Placement by cell class:
Drawn at 2 px/um.
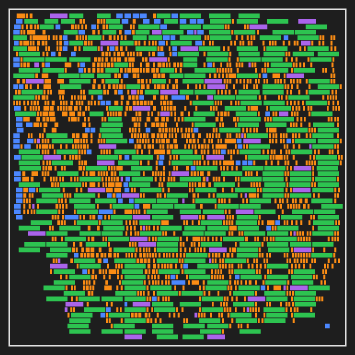
Metal 1:
Drawn at 3 px/um. Supply wires on this layer in grey.
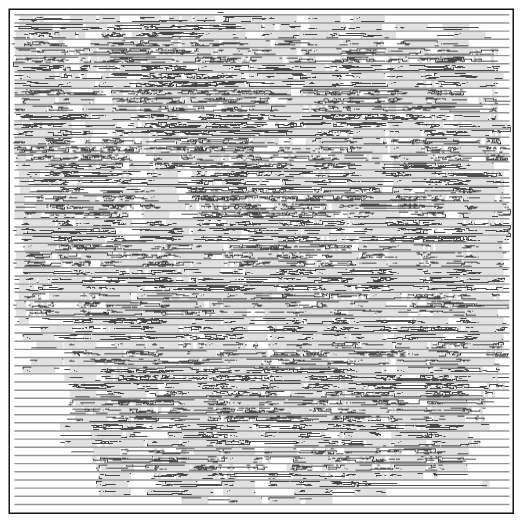
Port wiring:
Drawn at 1.5 px/um.
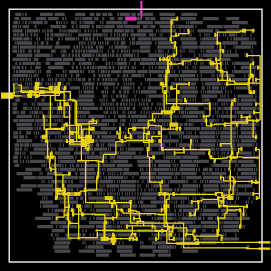
Placed standard cells:
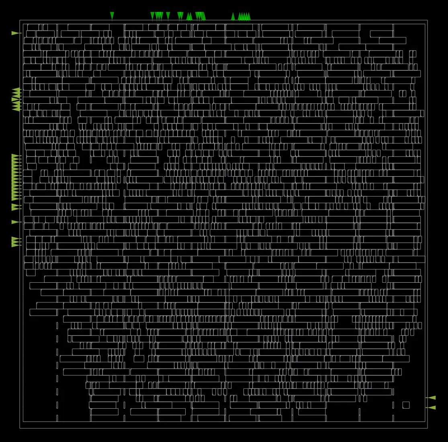
### src/rtl/mbist_pkg.sv
// Shared types and width helpers for the repairable memory and its remap CAM.
package mbist_pkg;

  // Table fields are stored at a fixed maximum width; callers zero-extend into them.
  localparam int ADDR_MAX_W = 16;
  localparam int BIT_MAX_W  = 8;

  typedef struct packed {
    logic                  valid;
    logic [ADDR_MAX_W-1:0] addr;
  } remap_entry_t;

  typedef struct packed {
    logic                  en;
    logic [ADDR_MAX_W-1:0] addr;
    logic [BIT_MAX_W-1:0]  bit_sel;
    logic                  val;
  } fault_entry_t;

  // Index width that never collapses to zero bits.
  function automatic int clog2_min1(input int n);
    return (n <= 2) ? 1 : $clog2(n);
  endfunction

endpackage

### src/rtl/spare_remap_cam.sv
// Spare-word remap table: address lookup plus in-order spare allocation.
module spare_remap_cam import mbist_pkg::*; #(
  parameter int ADDR_WIDTH = 5,
  parameter int NUM_SPARES = 4
) (
  input  logic                                  clk,
  input  logic                                  rst,
  input  logic [ADDR_WIDTH-1:0]                 lookup_addr,
  output logic                                  hit,
  output logic [clog2_min1(NUM_SPARES)-1:0]     hit_idx,
  input  logic                                  req,
  input  logic [ADDR_WIDTH-1:0]                 req_addr,
  output logic                                  ack,
  output logic                                  err,
  output logic                                  full,
  output logic [$clog2(NUM_SPARES+1)-1:0]       count,
  output logic                                  alloc,
  output logic [clog2_min1(NUM_SPARES)-1:0]     alloc_idx
);
  localparam int IW = clog2_min1(NUM_SPARES);
  localparam int CW = $clog2(NUM_SPARES+1);

  remap_entry_t   tbl [NUM_SPARES];
  logic [CW-1:0]  cnt;
  logic           req_hit;

  // Match both the access address and the repair address against valid entries.
  always_comb begin
    hit     = 1'b0;
    hit_idx = '0;
    req_hit = 1'b0;
    for (int i = 0; i < NUM_SPARES; i++) begin
      if (tbl[i].valid && tbl[i].addr == ADDR_MAX_W'(lookup_addr)) begin
        hit     = 1'b1;
        hit_idx = IW'(i);
      end
      if (tbl[i].valid && tbl[i].addr == ADDR_MAX_W'(req_addr))
        req_hit = 1'b1;
    end
  end

  assign full      = (cnt == CW'(NUM_SPARES));
  assign alloc     = req && !req_hit && !full;
  assign alloc_idx = cnt[IW-1:0];
  assign count     = cnt;

  // Allocate the next free entry; an already-mapped address is acked without allocating.
  always_ff @(posedge clk) begin
    if (rst) begin
      for (int i = 0; i < NUM_SPARES; i++) tbl[i] <= '0;
      cnt <= '0;
      ack <= 1'b0;
      err <= 1'b0;
    end else begin
      ack <= req && (req_hit || !full);
      err <= req && !req_hit && full;
      if (alloc) begin
        tbl[alloc_idx] <= '{valid: 1'b1, addr: ADDR_MAX_W'(req_addr)};
        cnt            <= cnt + CW'(1);
      end
    end
  end

endmodule

### src/rtl/repairable_memory.sv
// Single-port word memory with spare-word repair, stuck-at fault injection
// on the main array, and a 1- or 2-cycle read pipeline.
module repairable_memory import mbist_pkg::*; #(
  parameter int ADDR_WIDTH = 5,
  parameter int DATA_WIDTH = 8,
  parameter int MEM_SIZE   = 32,
  parameter int NUM_SPARES = 4,
  parameter int NUM_FAULTS = 2,
  parameter int READ_LAT   = 1
) (
  input  logic                                  clk,
  input  logic                                  rst,
  input  logic                                  mem_en,
  input  logic                                  mem_we,
  input  logic [ADDR_WIDTH-1:0]                 mem_addr,
  input  logic [DATA_WIDTH-1:0]                 mem_wdata,
  output logic [DATA_WIDTH-1:0]                 mem_rdata,
  output logic                                  mem_rvalid,
  input  logic                                  repair_req,
  input  logic [ADDR_WIDTH-1:0]                 repair_addr,
  output logic                                  repair_ack,
  output logic                                  repair_err,
  output logic                                  repair_full,
  output logic [$clog2(NUM_SPARES+1)-1:0]       repair_count,
  input  logic                                  fault_we,
  input  logic [clog2_min1(NUM_FAULTS)-1:0]     fault_idx,
  input  logic                                  fault_en,
  input  logic [ADDR_WIDTH-1:0]                 fault_addr,
  input  logic [clog2_min1(DATA_WIDTH)-1:0]     fault_bit,
  input  logic                                  fault_val
);
  localparam int IW = clog2_min1(NUM_SPARES);
  localparam int MW = clog2_min1(MEM_SIZE);
  localparam int BW = clog2_min1(DATA_WIDTH);

  logic [DATA_WIDTH-1:0] main_mem [MEM_SIZE];
  logic [DATA_WIDTH-1:0] spare    [NUM_SPARES];
  fault_entry_t          ftab     [NUM_FAULTS];

  logic                  hit, alloc, in_range, rd_now;
  logic [IW-1:0]         hit_idx, alloc_idx;
  logic [MW-1:0]         mem_idx;
  logic [DATA_WIDTH-1:0] rd_word;

  logic [READ_LAT:1]     vld_pipe;
  logic [DATA_WIDTH-1:0] data_pipe [1:READ_LAT];

  spare_remap_cam #(.ADDR_WIDTH(ADDR_WIDTH), .NUM_SPARES(NUM_SPARES)) u_cam (
    .clk(clk), .rst(rst),
    .lookup_addr(mem_addr), .hit(hit), .hit_idx(hit_idx),
    .req(repair_req), .req_addr(repair_addr),
    .ack(repair_ack), .err(repair_err), .full(repair_full), .count(repair_count),
    .alloc(alloc), .alloc_idx(alloc_idx)
  );

  assign in_range = {1'b0, mem_addr} < (ADDR_WIDTH+1)'(MEM_SIZE);
  assign mem_idx  = mem_addr[MW-1:0];
  assign rd_now   = mem_en && !mem_we;

  // Read word: spare on a remap hit, else main array with faults overlaid (later entry wins).
  always_comb begin
    rd_word = '0;
    if (hit) begin
      rd_word = spare[hit_idx];
    end else if (in_range) begin
      rd_word = main_mem[mem_idx];
      for (int f = 0; f < NUM_FAULTS; f++) begin
        if (ftab[f].en && ftab[f].addr == ADDR_MAX_W'(mem_addr) &&
            ftab[f].bit_sel < BIT_MAX_W'(DATA_WIDTH))
          rd_word[ftab[f].bit_sel[BW-1:0]] = ftab[f].val;
      end
    end
  end

  // Storage writes, spare clear on allocation, and fault table updates.
  always_ff @(posedge clk) begin
    if (rst) begin
      for (int i = 0; i < MEM_SIZE; i++)   main_mem[i] <= '0;
      for (int i = 0; i < NUM_SPARES; i++) spare[i]    <= '0;
      for (int i = 0; i < NUM_FAULTS; i++) ftab[i]     <= '0;
    end else begin
      if (mem_en && mem_we) begin
        if (hit)           spare[hit_idx]    <= mem_wdata;
        else if (in_range) main_mem[mem_idx] <= mem_wdata;
      end
      // The allocated entry is not yet valid, so it never collides with the write above.
      if (alloc) spare[alloc_idx] <= '0;
      if (fault_we && int'(fault_idx) < NUM_FAULTS)
        ftab[fault_idx] <= '{en: fault_en, addr: ADDR_MAX_W'(fault_addr),
                             bit_sel: BIT_MAX_W'(fault_bit), val: fault_val};
    end
  end

  // Read pipeline; data stages only load behind a valid so the output holds between reads.
  always_ff @(posedge clk) begin
    if (rst) begin
      vld_pipe <= '0;
      for (int k = 1; k <= READ_LAT; k++) data_pipe[k] <= '0;
    end else begin
      vld_pipe[1] <= rd_now;
      if (rd_now) data_pipe[1] <= rd_word;
      for (int k = 2; k <= READ_LAT; k++) begin
        vld_pipe[k] <= vld_pipe[k-1];
        if (vld_pipe[k-1]) data_pipe[k] <= data_pipe[k-1];
      end
    end
  end

  assign mem_rvalid = vld_pipe[READ_LAT];
  assign mem_rdata  = data_pipe[READ_LAT];

endmodule

### config.mk
export PLATFORM = sky130hd
export DESIGN_NAME = repairable_memory
export DESIGN_NICKNAME = d
export VERILOG_FILES = /design/src/rtl/mbist_pkg.sv /design/src/rtl/spare_remap_cam.sv /design/src/rtl/repairable_memory.sv
export SDC_FILE = /design/constraint.sdc
export NUM_CORES = 1
export LEC_CHECK = 0
export ABC_AREA = 1
export CORE_UTILIZATION = 62
export DETAILED_ROUTE_END_ITERATION = 6
export PLACE_DENSITY = 0.8
export REMOVE_ABC_BUFFERS = 1
export SYNTH_ARGS = -nofsm -noshare
export SYNTH_HDL_FRONTEND = slang
export SYNTH_HIERARCHICAL = 1
export SYNTH_SLANG_ARGS = --single-unit
### constraint.sdc
create_clock -name clk -period 3.25 [get_ports clk]
set_input_delay 0.325 -clock clk [delete_from_list [all_inputs] [get_ports clk]]
set_output_delay 0.325 -clock clk [all_outputs]
set_load 0.1 [all_outputs]
==> flow_metrics.tcl <==
# yosys + openroad results
set metrics [dict create \
    grt.overflow.total 0 \
    crit_buf_inv 2 \
    numSynthFlops 346 \
    ir_worst_vdd_uv 418.3 \
    min_to "u_cam/ack" \
    nWellTaps 341 \
    relSlewSlack 0.1273 \
    cp-endpoint "u_cam/tbl[2][5]" \
    sh_comb_area 0.3224 \
    ys_chip_area_mm2 0.01699 \
    holdBufCountCts 0 \
    grt_max_degree 135 \
    fin_area_mm2 0.01914 \
    reg2reg_depth 7 \
    drt-met1-wl_um 16610 \
    finalPower_mw 9.911 \
    synth_seq_share 0.5892 \
    fin_nets 2082 \
    crit_required_ns 3.41 \
    status "complete, no violations" \
    min_from "repair_req" \
    p_switching_mw 2.437 \
    nonClkBufAreaFrac 0.05385 \
    track_usage 0.3174 \
    root_buffer "clkbuf_16" \
    syn2layout_area_growth_pct 12.70 \
]
-- 'placement by cell class' (at the start) --
| colour | class | cells | share of their area |
|---|---|---|---|
| green | sequential cells | 346 | 53% |
| orange | combinational and other logic | 1545 | 35% |
| purple | clock drivers and dummy loads | 64 | 5.9% |
| blue | remaining buffers and delay cells | 116 | 5.5% |
Final Util: 0.7104
row count: 60

-- 'metal 1' (at the start) --
wire length on this layer: 16600 um
share of all routed wire: 38%
longest straight run: 43.2 um
main direction: horizontal
via count: 13930
met1 Track Usage GR: 0.4182
routed wire length: 44040 um

-- 'port wiring' (at the start) --
| colour | port | bits | direction | end cells | buffers | wire |
|---|---|---|---|---|---|---|
| yellow | mem_addr | 5 | input | 237 | 11 | 2840 um |
| magenta | mem_rvalid | 1 | output | 1 | 1 | 6.70 um |
I/O Buffers: 49
total I/O pin count: 50

-- 'placed standard cells' (at the start) --
fillers: 2038
fraction of area in registers: 0.5228
Non-Filler Instances: 2412
registers: 346

cells in the final DEF, fill, tap and decap left out, types with 3 or more instances in the layout:
master,Yosys,routed
clkdlybuf4s50_1,0,45
buf_4,5,66
nor2_2,3,3
inv_2,11,10
inv_1,91,91
nor3_2,9,14
dfxtp_1,38,38
nor2_1,356,356
clkinv_1,4,10
nand2_4,16,16
nor3_1,25,20
o21ai_0,36,36
buf_12,0,4
nand3_1,91,91
xor2_1,9,9
clkinv_2,0,4
a21oi_1,44,44
nand4_1,32,32
clkbuf_8,0,4
clkbuf_1,66,10
nand2_1,781,781
edfxtp_1,308,308
nor3_4,4,4
clkbuf_16,0,38
o22ai_1,15,15
power by group through the flow:
stage	Combinational, mW	Sequential [mW]	Clock (mW)
final	0.969	5.05	3.89
after CTS	0.954	5.05	3.90
after global placement	0.931	5.14	0
after global routing	1.05	5.07	4.07
after detailed placement	0.948	5.15	0
after floorplan	0.475	5.21	0
flip-flops by register name (all words and copies together), names as in the netlist:
name         flops
main_mem       256
spare           32
u_cam/tbl       24
ftab            20
data_pipe        8
u_cam/count      3
mem_rvalid       1
u_cam/ack        1
u_cam/err        1
metrics by stage:
step           instances    util  setup slack, ns
3_5_place_dp        2348  0.6693           0.1713
3_3_place_gp        2348  0.6693           0.2866
4_1_cts             2412  0.7104           0.4884
2_1_floorplan       1891       -          -0.7425
5_1_grt             2412  0.7104           0.2952
6_report            2412  0.7104           0.4900
cell families after synthesis:
group | after synthesis | synth area share
AND-OR/OR-AND | 99 | 0.03086
XOR/XNOR | 11 | 0.005672
flip-flops | 346 | 0.5892
AND/OR/NAND/NOR | 1327 | 0.3239
buffers and inverters | 206 | 0.04891
adder cells (fa/ha/maj) | 2 | 0.001473
Power and IR drop assume default switching activity.
